### config.mk
export PLATFORM = sky130hd
export DESIGN_NAME = pbus_mc_bridge
export DESIGN_NICKNAME = d
export VERILOG_FILES = /design/src/rtl/pbus_mc_bridge_pkg.sv /design/src/rtl/pbus_ch_dec.sv /design/src/rtl/pbus_mc_bridge.sv
export SDC_FILE = /design/constraint.sdc
export NUM_CORES = 1
export LEC_CHECK = 0
export ABC_AREA = 1
export CAP_MARGIN = 20
export CORE_MARGIN = 5
export CORE_UTILIZATION = 35
export DETAILED_ROUTE_END_ITERATION = 6
export PLACE_DENSITY = 0.77
export SYNTH_ARGS = -nofsm -noshare
export SYNTH_HDL_FRONTEND = slang
export SYNTH_HIERARCHICAL = 1
export SYNTH_SLANG_ARGS = --single-unit
export TNS_END_PERCENT = 30
### constraint.sdc
create_clock -name pbus_clk -period 2.35 [get_ports pbus_clk]
set_input_delay 0.5875 -clock pbus_clk [delete_from_list [all_inputs] [get_ports pbus_clk]]
set_output_delay 0.5875 -clock pbus_clk [all_outputs]
set_load 0.02 [all_outputs]
### src/rtl/pbus_mc_bridge_pkg.sv
// Shared types and constants for the multi-channel peripheral bus bridge.
package pbus_mc_bridge_pkg;

  typedef enum logic [1:0] {
    StIdle = 2'd0,
    StReq  = 2'd1,
    StWait = 2'd2,
    StResp = 2'd3
  } state_e;

  // Bit positions inside last_err_o = {timeout, decode}.
  localparam int unsigned ErrDecBit = 0;
  localparam int unsigned ErrToBit  = 1;

  localparam int unsigned DefChLsb = 16;

  // Channel-select field width; at least one bit even for a single channel.
  function automatic int unsigned ch_width(input int unsigned n);
    return (n <= 2) ? 1 : $clog2(n);
  endfunction

endpackage

### src/rtl/pbus_ch_dec.sv
// Channel decoder: one-hot select, out-of-range flag and read-data slice mux.
module pbus_ch_dec #(
  parameter int unsigned NUM_CH = 4,
  parameter int unsigned DATA_W = 16,
  parameter int unsigned CH_W   = 2
) (
  input  logic [CH_W-1:0]          ch_i,
  input  logic [NUM_CH*DATA_W-1:0] ip2bus_data_i,
  output logic [NUM_CH-1:0]        ch_onehot_o,
  output logic                     ch_oor_o,
  output logic [DATA_W-1:0]        ch_rdata_o
);

  // Match the channel index against every implemented channel.
  always_comb begin
    ch_onehot_o = '0;
    ch_oor_o    = 1'b1;
    ch_rdata_o  = '0;
    for (int k = 0; k < int'(NUM_CH); k++) begin
      if (ch_i == CH_W'(k)) begin
        ch_onehot_o[k] = 1'b1;
        ch_oor_o       = 1'b0;
        ch_rdata_o     = ip2bus_data_i[k*DATA_W +: DATA_W];
      end
    end
  end

endmodule

### src/rtl/pbus_mc_bridge.sv
// APB-like slave to NUM_CH IP register channels with decode/timeout errors.
module pbus_mc_bridge
  import pbus_mc_bridge_pkg::*;
#(
  parameter int unsigned NUM_CH   = 4,
  parameter int unsigned DATA_W   = 16,
  parameter int unsigned ADDR_W   = 16,
  parameter int unsigned CH_LSB   = DefChLsb,
  parameter int unsigned TIMEOUT  = 15,
  parameter int unsigned ERRCNT_W = 8
) (
  input  logic                     pbus_clk,
  input  logic                     pbus_rst,
  input  logic [31:0]              pbus_addr_i,
  input  logic                     pbus_write_i,
  input  logic                     pbus_sel_i,
  input  logic                     pbus_enable_i,
  input  logic [31:0]              pbus_wdata_i,
  output logic [31:0]              pbus_rdata_o,
  output logic                     pbus_ready_o,
  output logic                     pbus_slverr_o,
  output logic [ADDR_W-1:0]        bus2ip_addr_o,
  output logic [DATA_W-1:0]        bus2ip_data_o,
  output logic [NUM_CH-1:0]        bus2ip_rd_ce_o,
  output logic [NUM_CH-1:0]        bus2ip_wr_ce_o,
  input  logic [NUM_CH*DATA_W-1:0] ip2bus_data_i,
  input  logic [NUM_CH-1:0]        ip2bus_ack_i,
  output logic [ERRCNT_W-1:0]      err_cnt_o,
  output logic [1:0]               last_err_o
);

  localparam int unsigned CH_W = ch_width(NUM_CH);
  localparam int unsigned TO_W = $clog2(TIMEOUT + 1);

  state_e              state_q, state_d;
  logic [ADDR_W-1:0]   addr_q, addr_d;
  logic [DATA_W-1:0]   wdata_q, wdata_d;
  logic                write_q, write_d;
  logic [CH_W-1:0]     ch_q, ch_d;
  logic [TO_W-1:0]     to_cnt_q, to_cnt_d;
  logic [DATA_W-1:0]   rdata_q, rdata_d;
  logic                slverr_q, slverr_d;
  logic [ERRCNT_W-1:0] err_cnt_q, err_cnt_d;
  logic [1:0]          last_err_q, last_err_d;

  logic [CH_W-1:0]     dec_ch;
  logic [NUM_CH-1:0]   dec_onehot;
  logic                dec_oor;
  logic [DATA_W-1:0]   dec_rdata;
  logic                ack_sel;
  logic                err_evt;
  logic [1:0]          err_cause;
  logic                unused_inputs;

  // Address bits outside the local and channel fields are don't-care.
  assign unused_inputs = ^{pbus_addr_i, pbus_wdata_i};

  // In IDLE decode the incoming address; afterwards the latched channel.
  assign dec_ch = (state_q == StIdle) ? pbus_addr_i[CH_LSB +: CH_W] : ch_q;

  pbus_ch_dec #(
    .NUM_CH (NUM_CH),
    .DATA_W (DATA_W),
    .CH_W   (CH_W)
  ) u_ch_dec (
    .ch_i          (dec_ch),
    .ip2bus_data_i (ip2bus_data_i),
    .ch_onehot_o   (dec_onehot),
    .ch_oor_o      (dec_oor),
    .ch_rdata_o    (dec_rdata)
  );

  // Only the selected channel's acknowledge is considered.
  assign ack_sel = |(ip2bus_ack_i & dec_onehot);

  // Next-state, latch and error bookkeeping.
  always_comb begin
    state_d    = state_q;
    addr_d     = addr_q;
    wdata_d    = wdata_q;
    write_d    = write_q;
    ch_d       = ch_q;
    to_cnt_d   = to_cnt_q;
    rdata_d    = rdata_q;
    slverr_d   = slverr_q;
    err_cnt_d  = err_cnt_q;
    last_err_d = last_err_q;
    err_evt    = 1'b0;
    err_cause  = 2'b00;
    unique case (state_q)
      StIdle: begin
        if (pbus_sel_i && pbus_enable_i) begin
          addr_d   = pbus_addr_i[ADDR_W-1:0];
          wdata_d  = pbus_wdata_i[DATA_W-1:0];
          write_d  = pbus_write_i;
          ch_d     = pbus_addr_i[CH_LSB +: CH_W];
          rdata_d  = '0;
          slverr_d = 1'b0;
          if (dec_oor || (pbus_addr_i[1:0] != 2'b00)) begin
            state_d              = StResp;
            err_evt              = 1'b1;
            err_cause[ErrDecBit] = 1'b1;
          end else begin
            state_d = StReq;
          end
        end
      end
      StReq: begin
        to_cnt_d = '0;
        if (!pbus_sel_i) begin
          state_d = StIdle;
        end else if (ack_sel) begin
          state_d = StResp;
          if (!write_q) rdata_d = dec_rdata;
        end else if (TIMEOUT == 1) begin
          state_d             = StResp;
          err_evt             = 1'b1;
          err_cause[ErrToBit] = 1'b1;
        end else begin
          state_d = StWait;
        end
      end
      StWait: begin
        to_cnt_d = to_cnt_q + TO_W'(1);
        if (!pbus_sel_i) begin
          state_d = StIdle;
        end else if (ack_sel) begin
          state_d = StResp;
          if (!write_q) rdata_d = dec_rdata;
        end else if (to_cnt_d == TO_W'(TIMEOUT - 1)) begin
          state_d             = StResp;
          err_evt             = 1'b1;
          err_cause[ErrToBit] = 1'b1;
        end
      end
      StResp: state_d = StIdle;
      default: state_d = StIdle;
    endcase
    // Error status becomes visible together with the ready pulse.
    if (err_evt) begin
      slverr_d   = 1'b1;
      rdata_d    = '0;
      last_err_d = err_cause;
      if (err_cnt_q != '1) err_cnt_d = err_cnt_q + ERRCNT_W'(1);
    end
  end

  // State and datapath registers.
  always_ff @(posedge pbus_clk or posedge pbus_rst) begin
    if (pbus_rst) begin
      state_q    <= StIdle;
      addr_q     <= '0;
      wdata_q    <= '0;
      write_q    <= 1'b0;
      ch_q       <= '0;
      to_cnt_q   <= '0;
      rdata_q    <= '0;
      slverr_q   <= 1'b0;
      err_cnt_q  <= '0;
      last_err_q <= 2'b00;
    end else begin
      state_q    <= state_d;
      addr_q     <= addr_d;
      wdata_q    <= wdata_d;
      write_q    <= write_d;
      ch_q       <= ch_d;
      to_cnt_q   <= to_cnt_d;
      rdata_q    <= rdata_d;
      slverr_q   <= slverr_d;
      err_cnt_q  <= err_cnt_d;
      last_err_q <= last_err_d;
    end
  end

  // Strobes fire only in REQ, on the latched channel.
  always_comb begin
    bus2ip_rd_ce_o = '0;
    bus2ip_wr_ce_o = '0;
    if (state_q == StReq) begin
      if (write_q) bus2ip_wr_ce_o = dec_onehot;
      else         bus2ip_rd_ce_o = dec_onehot;
    end
  end

  assign pbus_ready_o  = (state_q == StResp);
  assign pbus_rdata_o  = (state_q == StResp) ? 32'(rdata_q) : 32'd0;
  assign pbus_slverr_o = (state_q == StResp) & slverr_q;
  assign bus2ip_addr_o = addr_q;
  assign bus2ip_data_o = wdata_q;
  assign err_cnt_o     = err_cnt_q;
  assign last_err_o    = last_err_q;

endmodule

**Run 1: track usage over the die**

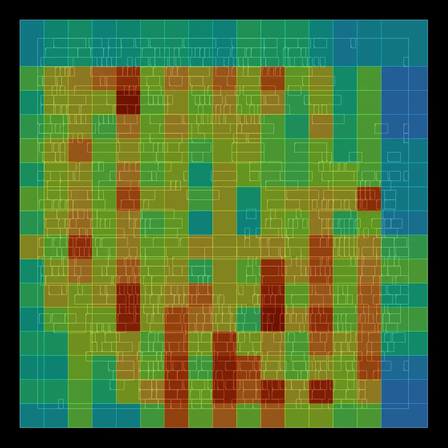
GRT Max-Usage Layer: met2
final core utilization: 0.581
GRT met1 Usage: 0.229

**Run 1: local utilization**

(3 px per um) 12 x 12 tiles, from dark blue (low) to red (high), 0 to 100% covered.
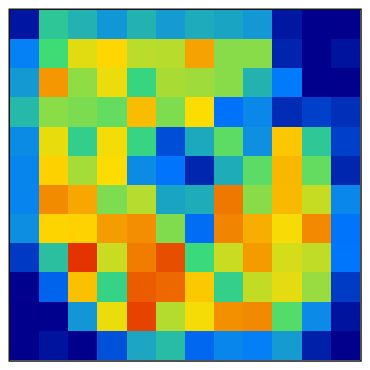
nearly empty tiles: 7.6%
emptiest ninth of the die: upper right
tiles over 75% full: 20%
mean over tiles: 47%
fullest tile: 94%
core box area: 0.0113 mm2
Core Util at FP: 0.354

**Run 1: met4 routing**

(3 px per um) Supply wires on this layer in grey.
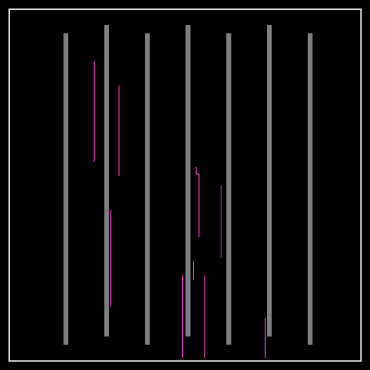
wire length on this layer: 217 um
share of all routed wire: 1.7%
main direction: vertical
DRT Wirelength: 13,100 um
total vias in the final route: 4,292

**Run 1: port wiring**

(2 px per um)
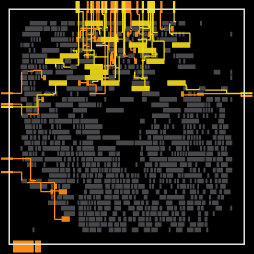
[bus2ip_addr_o] yellow | bits: 16 | direction: output | edge: 14 top, 1 left, 1 right | end cells: 16 | buffers: 16 | wire: 539 um
[pbus_addr_i] orange | bits: 32 | direction: input | edge: 14 bottom, 13 top, 4 left, 1 right | end cells: 21 | buffers: 18 | wire: 502 um
IO Port Bufs: 174
I/O Pins: 221

==> CHANGELOG.md, run 1 <==
### Implementation results

- Status: completed
- Max Freq: 431 MHz
- Top comb family, area: simple AND/OR/NAND/NOR gates
- Clock group: 1.36 mW
- Slew headroom: 0.662
- Comb. pwr: 5.18 mW
- CTS buffer count: 9
- Vias in the first global route: 4,254
- Buf+Inv Stages, Crit Path: 4
- Top pwr grp: combinational cells
- Final ANT Viol Nets: 0
- Plain + repair buffers: 214
- Tool Warnings: 63
- Combinational share of cell area: 0.318
- Worst setup EP type: primary output
- Fillers: 1,015
- Gr usage total: 0.185
- Worst path depth: 8
- Peak VDD IR: 613 uV
- Reg area: 0.00170 mm2
- Area leader share: 0.426
- Yosys warning tally: 6
- Mapped Avg Cell Area: 7.25 um2
- Initial antenna violation count: 0
- CP startpoint kind: flip-flop
- Yosys chip area: 0.00399 mm2
- CTS clk-pin slew, worst paths: about 0.060 ns
- Seq pwr share: 0.227
- Crit-path slowest cell: dfrtp_1
- WL met2: 6810 um
- Internal power: 4.69 mW
- Worst path required time: 1.76 ns
- Post-Synth AOI/OAI Area: 0.0273
- DP Area: approximately 0.0060 mm2
- Clk sinks: 68
- Root Driver: clkbuf_16
run 1: synth_stat cells:
cell / n
a21oi_1: 1
a21oi_4: 1
buf_2: 11
buf_4: 21
buf_6: 7
clkbuf_1: 6
clkinv_1: 1
conb_1: 2
dfrtp_1: 68
ha_1: 7
inv_1: 39
inv_2: 3
nand2_1: 226
nand2_2: 3
nand2_4: 1
nand3_1: 72
nand3_2: 2
nand4_1: 18
nor2_1: 26
nor2_2: 1
nor2_8: 1
nor3_1: 9
nor3_4: 1
o21ai_0: 12
o21ai_1: 3
o22ai_1: 2
xnor2_1: 5
xor2_1: 1
run 1: sequential cells by signal (all words and copies together), names as in the netlist:
name           flops
state_q            2
err_cnt_o          8
bus2ip_addr_o     16
bus2ip_data_o     16
ch_q               2
rdata_q           16
to_cnt_q           4
last_err_o         2
write_q            1
slverr_q           1
run 1: cells in the final DEF (no fill, tap or decap), types with 3 or more instances in the layout:
cell type        count
o21ai_0             10
dfrtp_1             68
inv_1               31
nor2_1              21
buf_6                3
nand3_1             68
xnor2_1              5
nand4_1             18
buf_4               36
clkinvlp_4           3
buf_12               7
nand2_4              6
o21ai_1              3
inv_2               11
nand2_1            215
nand3_2              4
conb_1              17
nor2_2               4
clkbuf_16           10
ha_1                 6
nand2_2              9
clkdlybuf4s50_1    146
nor3_2               7
dlygate4sd2_1       17
run 1: what timing repair did:
| item | 4_1_cts | 5_1_grt |
|---|---|---|
| buffers inserted | 2 | 7 |
| pin swaps | 3 | 25 |
| hold endpoints to repair | 0 | 0 |
| gates cloned | 0 | 2 |
| setup endpoints to repair | 51 | 37 |
| hold buffers | 0 | 0 |
| gates resized | 73 | 54 |
==> run 1 -> run 2 <==
--- a/config.mk
+++ b/config.mk
@@ -5,12 +5,11 @@
 export SDC_FILE = /design/constraint.sdc
 export NUM_CORES = 1
 export LEC_CHECK = 0
-export ABC_AREA = 1
 export CAP_MARGIN = 20
 export CORE_MARGIN = 5
-export CORE_UTILIZATION = 35
+export CORE_UTILIZATION = 34
 export DETAILED_ROUTE_END_ITERATION = 6
-export PLACE_DENSITY = 0.77
+export PLACE_DENSITY = 0.78
 export SYNTH_ARGS = -nofsm -noshare
 export SYNTH_HDL_FRONTEND = slang
 export SYNTH_HIERARCHICAL = 1
**Run 2: track usage over the die**

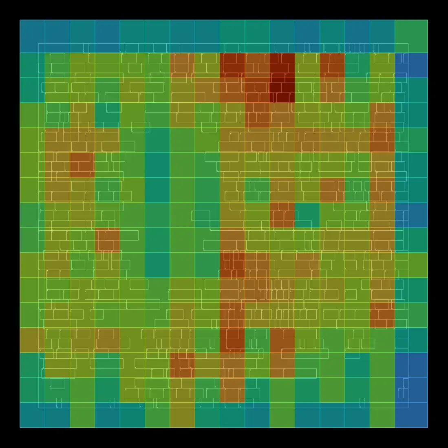
GRT met1 Usage: 0.186
routed length per instance: 17.4 um
gr usage total: 0.167
met2 Track Usage GR: 0.286

==> CHANGELOG.md, run 2 <==
### Implementation results

- DIE WIDTH: 113 um
- Top comb family, area: multiplexers
- Reg area: ~0.0017 mm2
- Final core utilization: 0.565
- GRT Max-Usage Layer: met2
- Top cells by instance count after synthesis: dfrtp_1, mux2_2, and2_1, nand2_1, buf_4
- Switching share of total power: 0.374
- Nets: 615
- DRT iter0 DRCs: 45
- DRT Wirelength: 10,600 um
- I/O Pins: 221
- Met3 usage in global routing: 0.0744
- Setup violations, final: 31
- Clk sinks: roughly 70
- CTS clk-pin slew, worst paths: ~0.070 ns
- Yosys warning tally: 6
- Die Ht: approximately 110 um
- Core box area: around 0.010 mm2
- Most numerous logic cells after layout: clkdlybuf4s50_1, dfrtp_1, mux2_2
- Failing checks: negative setup slack
- WL met2: 5330 um
- Share of cells above drive strength 1: 0.257
- Core Util at FP: 0.348
- Kind of critical path: input pin to flip-flop
- Internal power: 4.17 mW
- Tool Warnings: ~63
- Minimum clock period: 2.53 ns
- Worst path required time: 2.62 ns
- Mapped Cells: 278
- Mapped Avg Cell Area: between 10 and 15 um2
- IO Port Bufs: 174
- Setup ws final: -0.182 ns
- Seq pwr share: 0.295
- Flip-flops with a built-in enable: 0
- Gate power share: 0.565
- Vias in the first global route: 3,295
- Clock group: 0.931 mW
- Peak VDD IR: approximately 680 uV
- Pwr/cell area: 1150 mW/mm2
- Total vias in the final route: between 2,000 and 3,000
- H-tree depth: 3
- Top cell excl fill/tap: clkdlybuf4s50_1
- Root Driver: clkbuf_8
- Clock power share: 0.139
- Yosys chip area: 0.00357 mm2
- Worst setup EP type: flip-flop
- Max stage delay on crit path: 0.41 ns
- CTS buffer count: 9
- Final ANT Viol Nets: 0
- Status: finished with violations
- Final Hold Viols: 0
- CTS tree: yes
- CP startpoint kind: input pin
- Top pwr grp: combinational cells
- Ys flop type: dfrtp_1
- DP Wirelength: about 8100 um
- Net Sw Power: ~2.5 mW
- Fillers: between 800 and 900
- Post-Synth AOI/OAI Area: 0.0718
- Vias per cell: about 4.8
- Largest cells by area: dfrtp_1, mux2_2, mux4_2
- Cell Type Count: 42
- Initial antenna violation count: 0
- Area leader share: 0.476
- Crit-path slowest cell: clkdlybuf4s50_1
- Share of flip-flops with an asynchronous set or reset: 1.00
- Max Slew Vio Count: 0
- Post-route met1 wirelength: 3980 um
- Max Buffers Root-to-Sink: 2
- Post-CTS Hold Buffers: 0
- Netlist Area Pre-Place: around 0.0036 mm2
- Highest metal used: met4
- Comb. pwr: 3.77 mW
- RSZ-0062 raised after global routing: yes
- Most frequent cell after synthesis: dfrtp_1
- Worst skew pair latency: around 0.34 ns
- Setup Buffers After CTS: 5
- GRT overflow: 0
- Placed Cells: 590
- CTS resizes: 76
- Largest net degree at the start of global routing: 38
- Synth Seq Share: 0.476
- FF-to-FF path depth: 11
- Max Freq: 395 MHz
- Synth Area in Simple Gates: 0.118
- Worst-path fanout max: 8
run 2: cell types whose count changed after synthesis, sizes merged, moves of 16 or more:
cell   delta
a22o     +16
and2     +23
inv      -37
mux2     +39
mux4     +16
nand2   -212
nand3    -70
nor2     -25
run 2: worst min-delay path by stage:
stage	slack (ns)	start	cells after the start	end
final	0.49	err_cnt_o[4]	1	err_cnt_o[4]
after global routing	0.51	last_err_o[0]	2	last_err_o[0]
after CTS	0.49	err_cnt_o[4]	1	err_cnt_o[4]
after detailed placement	0.47	rdata_q[5]	1	rdata_q[5]
after global placement	0.45	slverr_q	2	slverr_q
after floorplan	0.44	slverr_q	2	slverr_q
run 2: critical path: cells and delay by family:
family | cells | cell delay [ns]
AND-OR/OR-AND | 4 | 0.78
AND/OR/NAND/NOR | 3 | 0.62
buffers and inverters | 2 | 0.51
multiplexers | 1 | 0.29
run 2: cell families after synthesis:
group                    count (synthesis)
flip-flops                              68
other                                    2
AND/OR/NAND/NOR                         72
AND-OR/OR-AND                           32
multiplexers                            57
adder cells (fa/ha/maj)                  7
buffers and inverters                   34
XOR/XNOR                                 6
run 2: layout make-up:
type | instances | area share
inverter | 5 | 0.00323
tap | 136 | 0.0293
clock buffer | 11 | 0.0226
timing repair buffer | 195 | 0.326
sequential | 68 | 0.293
clock inverter | 4 | 0.00884
multi-input combinational | 192 | 0.317
run 2: per-stage QoR:
step | setup TNS, ns | cell area [um2] | setup WS, ns
2_1_floorplan | -6.56 | 3690 | -0.362
3_3_place_gp | -18.20 | 5500 | -0.603
3_5_place_dp | -20.02 | 5500 | -0.639
4_1_cts | -3.81 | 5800 | -0.192
5_1_grt | -6.64 | 5800 | -0.276
6_report | -3.69 | 5800 | -0.182
No activity file was given, so power comes from the tool's default toggle rates.
